### src/rtl/mux_arbiter8.sv
// Eight-input round-robin bus arbiter with a bounded hold time per owner.
// A registered grant/select pair steers one of eight data words onto the
// shared bus; the owner keeps the bus until it drops its request or has held
// it for HOLD consecutive cycles. Then the search resumes just past the
// previous winner.
module mux_arbiter8 #(
    parameter int HOLD = 4
) (
    input  logic       clk,
    input  logic       rst_n,
    input  logic [7:0] req,
    input  logic [7:0] in1,
    input  logic [7:0] in2,
    input  logic [7:0] in3,
    input  logic [7:0] in4,
    input  logic [7:0] in5,
    input  logic [7:0] in6,
    input  logic [7:0] in7,
    input  logic [7:0] in8,
    output logic [7:0] o,
    output logic       valid,
    output logic [7:0] grant,
    output logic       x,
    output logic       y,
    output logic       z
);

    typedef enum logic {
        IDLE = 1'b0,
        BUSY = 1'b1
    } state_t;

    localparam logic [3:0] HOLD_CNT = 4'(HOLD);

    state_t     state;
    state_t     state_next;
    logic [7:0] grant_next;
    logic       valid_next;
    logic [2:0] sel;
    logic [2:0] sel_next;
    logic [3:0] cnt;
    logic [3:0] cnt_next;
    logic [2:0] ptr;
    logic [2:0] ptr_next;

    logic [2:0] winner;
    logic       found;
    logic [2:0] search_idx;
    logic       owner_req;
    logic       release_bus;
    logic [7:0] bus_data;

    // Rotating priority search: the first requester at or after ptr wins.
    always_comb begin
        winner     = 3'd0;
        found      = 1'b0;
        search_idx = 3'd0;
        for (int i = 0; i < 8; i++) begin
            search_idx = ptr + 3'(i);
            if (!found && req[search_idx]) begin
                winner = search_idx;
                found  = 1'b1;
            end
        end
    end

    // The owner gives up the bus when it withdraws or exhausts its hold budget.
    always_comb begin
        owner_req   = |(req & grant);
        release_bus = !owner_req || (cnt == HOLD_CNT);
    end

    // Next-state and next-output decisions for the IDLE/BUSY controller.
    always_comb begin
        state_next = state;
        grant_next = grant;
        valid_next = valid;
        sel_next   = sel;
        cnt_next   = cnt;
        ptr_next   = ptr;
        unique case (state)
            IDLE: begin
                if (found) begin
                    state_next = BUSY;
                    grant_next = 8'(1) << winner;
                    valid_next = 1'b1;
                    sel_next   = winner;
                    cnt_next   = 4'd1;
                    ptr_next   = winner + 3'd1;
                end
            end
            BUSY: begin
                if (!release_bus) begin
                    cnt_next = cnt + 4'd1;
                end else if (found) begin
                    grant_next = 8'(1) << winner;
                    valid_next = 1'b1;
                    sel_next   = winner;
                    cnt_next   = 4'd1;
                    ptr_next   = winner + 3'd1;
                end else begin
                    state_next = IDLE;
                    grant_next = 8'h00;
                    valid_next = 1'b0;
                    cnt_next   = 4'd0;
                end
            end
            default: begin
                state_next = IDLE;
                grant_next = 8'h00;
                valid_next = 1'b0;
                cnt_next   = 4'd0;
            end
        endcase
    end

    // Controller registers; the synchronous reset wins over any grant in progress.
    always_ff @(posedge clk) begin
        if (!rst_n) begin
            state <= IDLE;
            grant <= 8'h00;
            valid <= 1'b0;
            sel   <= 3'd0;
            cnt   <= 4'd0;
            ptr   <= 3'd0;
        end else begin
            state <= state_next;
            grant <= grant_next;
            valid <= valid_next;
            sel   <= sel_next;
            cnt   <= cnt_next;
            ptr   <= ptr_next;
        end
    end

    // Bus data selection follows the registered owner index.
    always_comb begin
        bus_data = 8'h00;
        unique case (sel)
            3'd0: bus_data = in1;
            3'd1: bus_data = in2;
            3'd2: bus_data = in3;
            3'd3: bus_data = in4;
            3'd4: bus_data = in5;
            3'd5: bus_data = in6;
            3'd6: bus_data = in7;
            3'd7: bus_data = in8;
            default: bus_data = 8'h00;
        endcase
    end

    // The bus is driven only while a grant is active.
    always_comb begin
        o = valid ? bus_data : 8'h00;
        x = sel[2];
        y = sel[1];
        z = sel[0];
    end

endmodule
### config.mk
export PLATFORM = sky130hd
export DESIGN_NAME = mux_arbiter8
export DESIGN_NICKNAME = d
export VERILOG_FILES = /design/src/rtl/mux_arbiter8.sv
export SDC_FILE = /design/constraint.sdc
export NUM_CORES = 1
export LEC_CHECK = 0
export ABC_AREA = 1
export CAP_MARGIN = 20
export CORE_UTILIZATION = 45
export DETAILED_ROUTE_END_ITERATION = 8
export GPL_TIMING_DRIVEN = 0
export PLACE_DENSITY = 0.92
export SKIP_LAST_GASP = 1
export SLEW_MARGIN = 20
export SYNTH_ARGS = -nofsm -noshare
export SYNTH_HDL_FRONTEND = slang
export SYNTH_SLANG_ARGS = --single-unit
### constraint.sdc
create_clock -name clk -period 7.5 [get_ports clk]
set_clock_uncertainty 0.1 [all_clocks]
set_input_delay 0.75 -clock clk [delete_from_list [all_inputs] [get_ports clk]]
set_output_delay 0.75 -clock clk [all_outputs]
set_load 0.005 [all_outputs]
Run 1, wiring by layer:
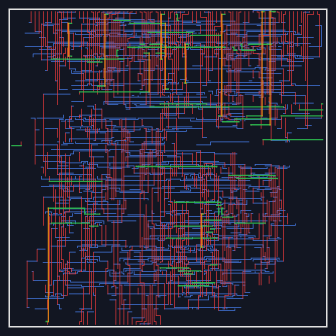
metal 1: in blue, wire length 3,070 um. metal 2: in red, wire length 3,330 um. metal 4: in orange, wire length 173 um. metal 3: in green, wire length 360 um.

Run 1, clock wires, drivers and flops:
The bar under the picture is 20 um long.
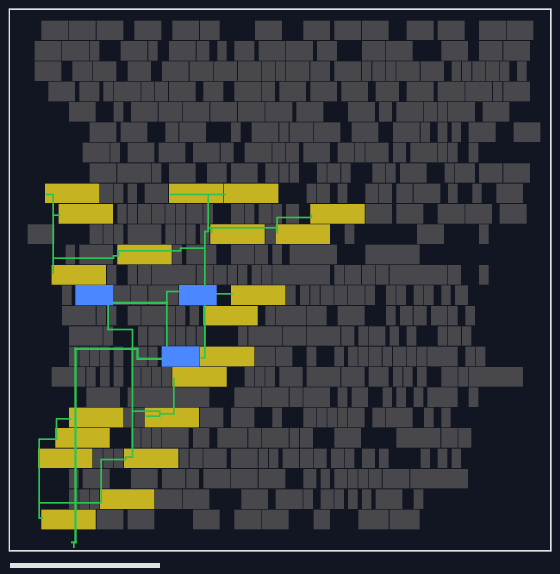
clock wires: in green, length 226 um. flip-flops: in yellow, count 20. clock drivers: in blue, count 3.
There are 4 routed clock nets.

Run 1, nets reached from selected ports:
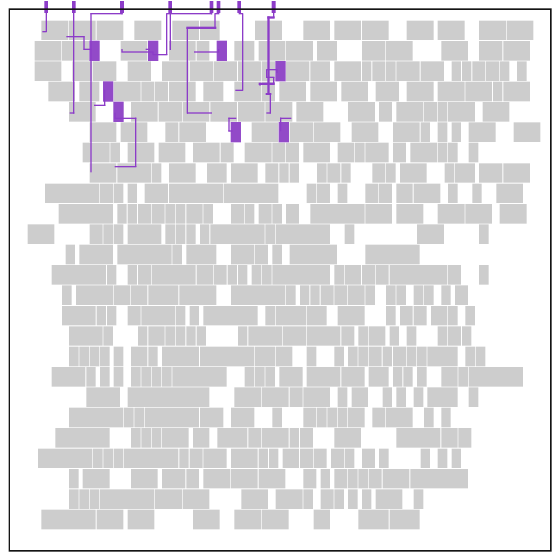
in1: in purple, direction input, end cells 8, wire 151 um.

==> results.py, run 1 <==
# Physical implementation metrics
metrics = {
    "global_routing": {
        "use_met2": 0.421,
        "grt_overflow": 0,
    },
    "logic_synthesis": {
        "ys_area_sq_um": 2210,
        "synth-edff-count": 0,
        "ys_seq_frac": 0.181,
        "yosys_warnings": 0,
        "logic_family": "simple AND/OR/NAND/NOR gates",
        "adder_share": 0.0566,
        "synthDistinctLibCells": 40,
    },
    "power_and_ir_drop": {
        "p_int_mw": 0.580,
        "power_density_nw_per_um2": 381,
        "power_mw": 1.26,
        "ir_worst_vdd_mv": 0.341,
        "leakagePower_nw": 1.45,
        "sequentialPowerShare": 0.128,
        "p_comb_mw": 0.989,
        "comb_power_share": 0.788,
    },
    "critical_path": {
        "critPathTopFamily": "buffers and inverters",
        "startpoint_type": "flip-flop",
        "critPathCaptureType": "output pin",
    },
    "sta": {
        "period_needed_ns": 3.69,
        "whs_ns": 0.365,
        "finalSetupViolCount": 0,
        "rsz0062_at_grt": "no",
    },
    "layout": {
        "inverters_excl_clock": 43,
        "clkCellAreaFrac": 0.0216,
        "seq_share": 0.121,
        "n_all_buffers": 100,
        "diodes": 0,
        "buf_share": 0.297,
        "area_growth_syn_to_layout_pct": 49.2,
        "ff_count": 20,
    },
    "die": {
        "fp.dieArea_sq_um": 5190,
        "fp_util": 0.468,
        "pin_count": 94,
    },
    "route": {
        "vias": 2677,
        "ant_nets": 0,
        "wl_met2_um": 3330,
    },
    "clock_network": {
        "path_clk_slew_ns": 0.07,
        "cts_max_level": 1,
    },
    "status": {
        "status": "completed",
    },
}
==> run 1: final timing paths <==
check	startpoint	end	slack [ns]	cells after the start
max	sel[2]	o[4]	3.81	6
min	cnt[3]	cnt[3]	0.36	2
min reg2reg	cnt[3]	cnt[3]	0.36	2
max reg2reg	ptr[1]	ptr[2]	3.97	18
==> run 1: stage by stage <==
stage               setup WS, ns  instances
floorplan                   4.61        335
global placement            4.12        495
detailed placement          4.00        495
CTS                         3.84        499
global route                3.47        499
finish                      3.81        499
==> run 1: state kept, by name, indices dropped and copies added (netlist names) <==
register / cells
grant: 8
cnt: 4
ptr: 3
sel: 3
state: 1
valid: 1
==> run 2: changes to the inputs <==
--- a/config.mk
+++ b/config.mk
@@ -7,10 +7,10 @@
 export LEC_CHECK = 0
 export ABC_AREA = 1
 export CAP_MARGIN = 20
-export CORE_UTILIZATION = 45
+export CORE_UTILIZATION = 39
 export DETAILED_ROUTE_END_ITERATION = 8
 export GPL_TIMING_DRIVEN = 0
-export PLACE_DENSITY = 0.92
+export PLACE_DENSITY = 0.85
 export SKIP_LAST_GASP = 1
 export SLEW_MARGIN = 20
 export SYNTH_ARGS = -nofsm -noshare
==> constraint.sdc (replaced) <==
create_clock -name clk -period 3 [get_ports clk]
set_clock_uncertainty 0.1 [all_clocks]
set_input_delay 0.3 -clock clk [delete_from_list [all_inputs] [get_ports clk]]
set_output_delay 0.3 -clock clk [all_outputs]
set_load 0.005 [all_outputs]
Run 2, clock wires, drivers and flops:
The bar under the picture is 20 um long.
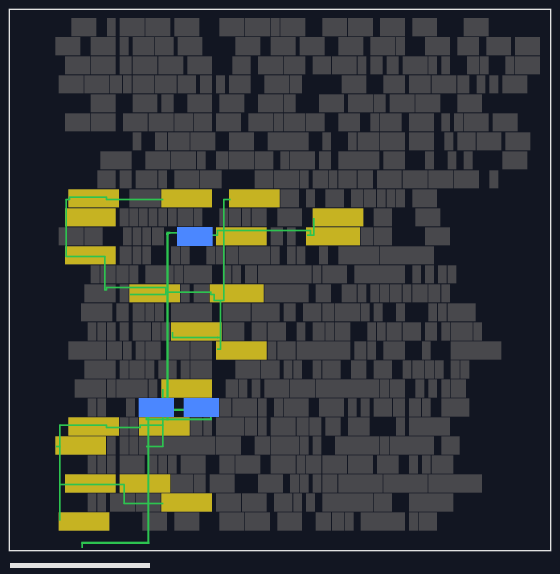
flip-flops: in yellow, count 20. clock wires: in green, length 243 um. clock drivers: in blue, count 3.
There are 4 routed clock nets.

==> run 2 against run 1 <==
The run now ends with setup timing left. Combinational power rose to 3.0 times the previous value. Power went up to 3.0 times the previous value. Critical path depth is 13 higher. Die area rose by 15%. Clock power rose to 2.5 times the previous value. Worst setup slack worse by 3.8 ns. Final cell count up 4.2%. Via count grew 5.3%. Utilization shrank 3.7 points. Sequential power went up to 2.8 times the previous value. Largest power group unchanged.
==> results.py, run 2 <==
# Physical implementation metrics
metrics = {
    "critical_path": {
        "r2r_slack_ns": -0.02,
        "cp-startpoint": "ptr[0]",
        "critPathTopFamily": "simple AND/OR/NAND/NOR gates",
        "worstReg2RegStart": "ptr[0]",
        "critPathCaptureType": "flip-flop",
        "timing.rr.end": "ptr[2]",
        "cp-endpoint": "ptr[2]",
        "r2r_cells": 19,
    },
    "logic_synthesis": {
        "ys_seq_frac": 0.181,
        "synth-edff-count": 0,
        "synthDistinctLibCells": 40,
        "ys_area_sq_um": 2210,
    },
    "route": {
        "wl_met2_um": 4140,
        "vias": 2819,
        "ant_nets": 0,
    },
    "hold_path": {
        "min_from": "cnt[3]",
    },
    "clock_network": {
        "path_clk_slew_ns": 0.08,
        "cts_max_level": 1,
    },
    "layout": {
        "area_growth_syn_to_layout_pct": 63.8,
        "top_register": "grant",
        "diodes": 0,
        "reg_top3": "grant: 8 flops, cnt: 4 flops",
    },
    "global_routing": {
        "use_met2": 0.413,
    },
    "power_and_ir_drop": {
        "sequentialPowerShare": 0.118,
    },
    "sta": {
        "rsz0062_at_grt": "yes",
        "setup_slack_ns": -0.0191,
        "period_needed_ns": 3.02,
        "finalSetupViolCount": 1,
    },
    "status": {
        "status": "finished with violations",
        "violations": "setup timing",
    },
}
[run 2: cell counts after synthesis]
No cell type changed its count.
[run 2: per-stage QoR]
step	util	hold slack, ns	power, mW	instances	setup slack (ns)
after floorplan	-	0.298	2.13	335	0.109
after global placement	0.590	0.351	2.76	500	-0.289
after global routing	0.661	0.391	3.99	520	-0.132
after detailed placement	0.590	0.360	2.82	500	-0.395
final	0.661	0.372	3.72	520	-0.0191
after CTS	0.617	0.374	3.25	506	-0.0113
[run 2: area by class of cell]
type                            count  area (sq um)
Buffer                              5          53.8
Clock buffer                        3          41.3
Clock inverter                      1          30.0
Fill cell                         448          1850
Inverter                           43           171
Multi-Input combinational cell    265          1760
Sequential cell                    20           403
Tap cell                           72          90.1
Timing Repair Buffer              111          1070
No activity file was given, so power comes from the tool's default toggle rates.
